**config.mk**
```make
export PLATFORM = sky130hd
export DESIGN_NAME = ray_dispatcher
export DESIGN_NICKNAME = d
export VERILOG_FILES = /design/src/rtl/ray_dispatcher.sv
export SDC_FILE = /design/constraint.sdc
export NUM_CORES = 1
export LEC_CHECK = 0
export CAP_MARGIN = 20
export CORE_ASPECT_RATIO = 0.8
export CORE_MARGIN = 2
export CORE_UTILIZATION = 40
export DETAILED_ROUTE_END_ITERATION = 8
export GPL_ROUTABILITY_DRIVEN = 0
export GPL_TIMING_DRIVEN = 0
export PLACE_DENSITY = 0.75
export RECOVER_POWER = 25
export SETUP_SLACK_MARGIN = 0.5
export SLEW_MARGIN = 0
export SYNTH_ARGS = -nofsm -noshare
export SYNTH_HDL_FRONTEND = slang
export SYNTH_SLANG_ARGS = --single-unit
```
**constraint.sdc**
```tcl
create_clock -name clk -period 2.5 [get_ports clk]
set_clock_uncertainty 0.05 [all_clocks]
set_input_delay 0.375 -clock clk [delete_from_list [all_inputs] [get_ports clk]]
set_output_delay 0.375 -clock clk [all_outputs]
set_load 0.03 [all_outputs]
```
**src/rtl/ray_dispatcher.sv**
```systemverilog
// ray_dispatcher
//   Scans a FRAME_W x FRAME_H frame in raster order (x fastest) and hands one
//   pixel coordinate per transfer to the ray core. Issue is throttled by the
//   core's fifo_full and by a credit limit of MAX_INFLIGHT unretired pixels.
//   Retired pixels (pixel_valid) are counted. frame_done pulses once every
//   issued pixel has come back.
//
// Ports
//   clk, reset      : rising-edge clock, synchronous active-high reset
//   start           : begin a frame (honoured only in IDLE)
//   fifo_full       : core input FIFO full, blocks issue
//   pixel_valid     : core retired one pixel this cycle
//   add_input       : transfer strobe (combinational)
//   out_x, out_y    : registered coordinate being presented
//   out_last        : presented coordinate is the final pixel of the frame
//   busy            : not IDLE
//   frame_done      : one-cycle completion pulse (DONE state)
//   inflight        : issued minus retired
//   pixels_retired  : retires since the last accepted start (wraps)
//   underflow       : sticky, a retire arrived with inflight == 0
module ray_dispatcher #(
   parameter int FRAME_W      = 640,
   parameter int FRAME_H      = 480,
   parameter int X_W          = 11,
   parameter int Y_W          = 10,
   parameter int MAX_INFLIGHT = 64,
   localparam int IF_W        = $clog2(MAX_INFLIGHT + 1)
) (
   input  logic            clk,
   input  logic            reset,
   input  logic            start,
   input  logic            fifo_full,
   input  logic            pixel_valid,
   output logic            add_input,
   output logic [X_W-1:0]  out_x,
   output logic [Y_W-1:0]  out_y,
   output logic            out_last,
   output logic            busy,
   output logic            frame_done,
   output logic [IF_W-1:0] inflight,
   output logic [31:0]     pixels_retired,
   output logic            underflow
);

   localparam logic [X_W-1:0]  X_LAST  = X_W'(FRAME_W - 1);
   localparam logic [Y_W-1:0]  Y_LAST  = Y_W'(FRAME_H - 1);
   localparam logic [IF_W-1:0] CREDITS = IF_W'(MAX_INFLIGHT);

   typedef enum logic [1:0] {IDLE, ISSUE, DRAIN, DONE} state_t;

   state_t         state, state_nxt;
   logic           go;
   logic [X_W-1:0] x_nxt;
   logic [Y_W-1:0] y_nxt;

   assign go = (state == IDLE) && start;

   // state register
   always_ff @(posedge clk) begin
      if (reset) state <= IDLE;
      else       state <= state_nxt;
   end

   // next-state logic
   always_comb begin
      state_nxt = state;
      case (state)
         IDLE:  if (start) state_nxt = ISSUE;
         ISSUE: if (add_input && out_last) state_nxt = DRAIN;
         // Leave DRAIN on the edge inflight reaches zero, or at once if
         // everything already came back while still issuing.
         DRAIN: if (inflight == '0 || (inflight == IF_W'(1) && pixel_valid))
                   state_nxt = DONE;
         DONE:  state_nxt = IDLE;
         default: state_nxt = IDLE;
      endcase
   end

   // state-decoded outputs
   always_comb begin
      add_input  = (state == ISSUE) && !fifo_full && (inflight < CREDITS);
      busy       = (state != IDLE);
      frame_done = (state == DONE);
   end

   // raster advance: wrap x at the row end and step y
   always_comb begin
      if (out_x == X_LAST) begin
         x_nxt = '0;
         y_nxt = out_y + 1'b1;
      end else begin
         x_nxt = out_x + 1'b1;
         y_nxt = out_y;
      end
   end

   always_ff @(posedge clk) begin
      if (reset) begin
         out_x          <= '0;
         out_y          <= '0;
         out_last       <= 1'b0;
         inflight       <= '0;
         pixels_retired <= '0;
         underflow      <= 1'b0;
      end else begin
         // coordinates: cleared on start, advanced per transfer, frozen on
         // the final pixel so the last coordinate stays visible
         if (go) begin
            out_x    <= '0;
            out_y    <= '0;
            out_last <= (FRAME_W == 1) && (FRAME_H == 1);
         end else if (add_input && !out_last) begin
            out_x    <= x_nxt;
            out_y    <= y_nxt;
            out_last <= (x_nxt == X_LAST) && (y_nxt == Y_LAST);
         end

         // credit counter; survives start so stale pixels still retire
         // against it. A stray retire at zero is clamped.
         case ({add_input, pixel_valid})
            2'b10:   inflight <= inflight + 1'b1;
            2'b01:   if (inflight != '0) inflight <= inflight - 1'b1;
            default: ;
         endcase

         // start clears the frame statistics and takes priority over a
         // retire landing on the same edge
         if (go) begin
            pixels_retired <= '0;
            underflow      <= 1'b0;
         end else if (pixel_valid) begin
            pixels_retired <= pixels_retired + 32'd1;
            if (inflight == '0) underflow <= 1'b1;
         end
      end
   end

endmodule

```
==> run summary <==
run results: # Cells Yosys around 420, RSZ-0062 raised after global routing yes, Worst R2R End out_y[8], insertion delay at the late pin of the worst-skew pair ~0.36 ns, number of maximum-capacitance violations 0, share of layout cells above drive strength 1 17.27%, total of flip-flops plus latches after synthesis between 60 and 70, Setup Crit Path Kind register to register, critical-path cell with the highest stage delay sky130_fd_sc_hd__clkbuf_1, count of vias placed by the detailed router 3504, Congestion Overflow GR 0, number of non-clock inverters 16, flop share of the area between 20% and 30%, first-pass detailed-route iteration total 4, CP arrival between 2 and 2.5 ns, worst-path cell chain inv_1 -> buf_4 -> ha_1 -> a21o_1 -> clkbuf_1 -> clkbuf_1 -> nor2_1, fraction of area in multi-input gates 45.21%, number of standard cells after synthesis 419, Rows 30, core outline area 8446 um^2, fp util about two fifths, hold crit path type register to register, required time at the worst-slack endpoint approximately 2.7 ns, total number of sequential cells 64, top flip-flop cell by instance count after synthesis sky130_fd_sc_hd__dfxtp_1, ratio of total power to cell area 696.8 nW/um^2, async set-reset flop share out of synthesis 0%, Post-CTS Setup Bufs 12, IO buf count around 69, clock sink total 64, antenna violation net count after detailed routing 0, result of the run completed, number of ordinary and repair buffers in the finished layout 113
## layout by cell type (no fill, tap or decap), types with 8 or more instances in the layout
cell type                         count
sky130_fd_sc_hd__ha_1                12
sky130_fd_sc_hd__dfxtp_1             49
sky130_fd_sc_hd__nand4_1             17
sky130_fd_sc_hd__buf_4               21
sky130_fd_sc_hd__nor2_1              61
sky130_fd_sc_hd__nor3_1              14
sky130_fd_sc_hd__xor2_1              16
sky130_fd_sc_hd__clkdlybuf4s50_1     39
sky130_fd_sc_hd__clkbuf_8             9
sky130_fd_sc_hd__a21oi_1             16
sky130_fd_sc_hd__or3_1                8
sky130_fd_sc_hd__dfxtp_2             13
sky130_fd_sc_hd__xnor2_1             27
sky130_fd_sc_hd__nand2_1             25
sky130_fd_sc_hd__clkbuf_1            22
sky130_fd_sc_hd__nand3_1             18
sky130_fd_sc_hd__inv_1               15
sky130_fd_sc_hd__dlygate4sd3_1       11
sky130_fd_sc_hd__o21ai_0             13
## state kept, by name, indices dropped and copies added (netlist names)
register,flops
out_x,11
inflight,7
underflow,1
out_y,10
out_last,1
state,2
pixels_retired,32
## cells by family (layout without fill, tap and decap cells)
kind of cell,after synthesis,after routing,synth area share [%]
AND/OR/NAND/NOR,192,192,28.85
AND-OR/OR-AND,65,65,12.92
flip-flops,64,64,37.06
XOR/XNOR,43,43,10.89
buffers and inverters,37,145,4.125
adder cells (fa/ha/maj),13,13,4.705
multiplexers,5,5,1.448
## stage by stage
step | std cells | util (%) | instance area (um^2)
final | 639 | 57.11 | 4823
after CTS | 628 | 55.91 | 4722
after global routing | 639 | 57.11 | 4823
after global placement | 600 | 51.64 | 4362
after floorplan | 419 | - | 3531
after detailed placement | 600 | 51.64 | 4362
## layer usage
metal	part of all wire, %	routed length, um
met2	47	4354
met1	46	4287
met3	5.8	538
met5	0	0
met4	1.1	102
The metal 1 layer:
Bar = 20 um.
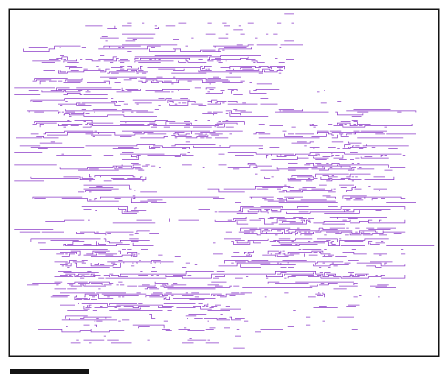
The layer carries 4290 um of wire. 493 nets have wire on it. The layer holds 46% of the routed length. The longest straight run is 29.9 um.

Signal wires on met2:
Bar = 20 um. Cells faint in the background.
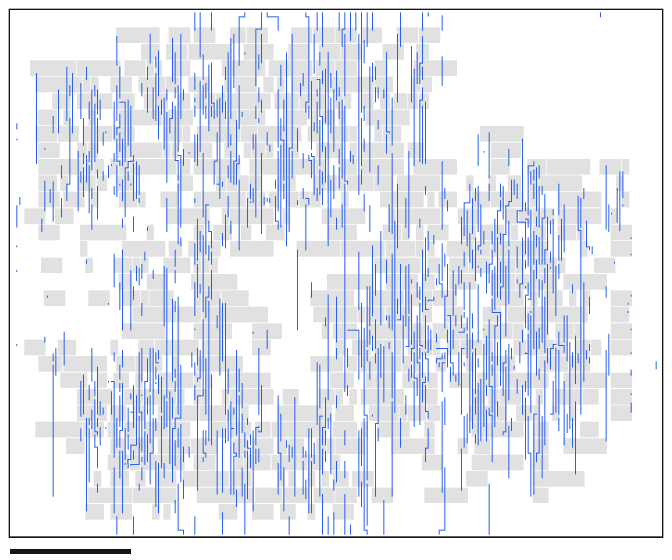
The layer holds 47% of the routed length. The longest straight run is 34.3 um. 467 nets have wire on it.

Signal wires on met3:
Bar = 20 um. Cells faint in the background.
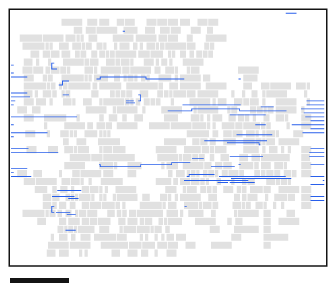
The longest straight run is 22.5 um. The layer carries 538 um of wire. The wires run mostly horizontal.

Routing congestion map:
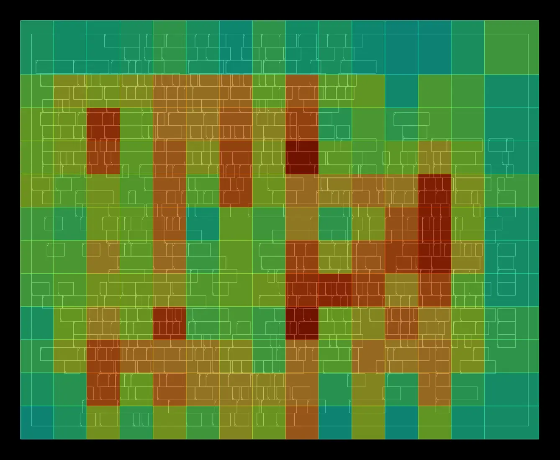
GR met1 Demand/Resource: 25.68%
GR met3 Demand/Resource: 5.460%

Power and IR drop assume default switching activity.
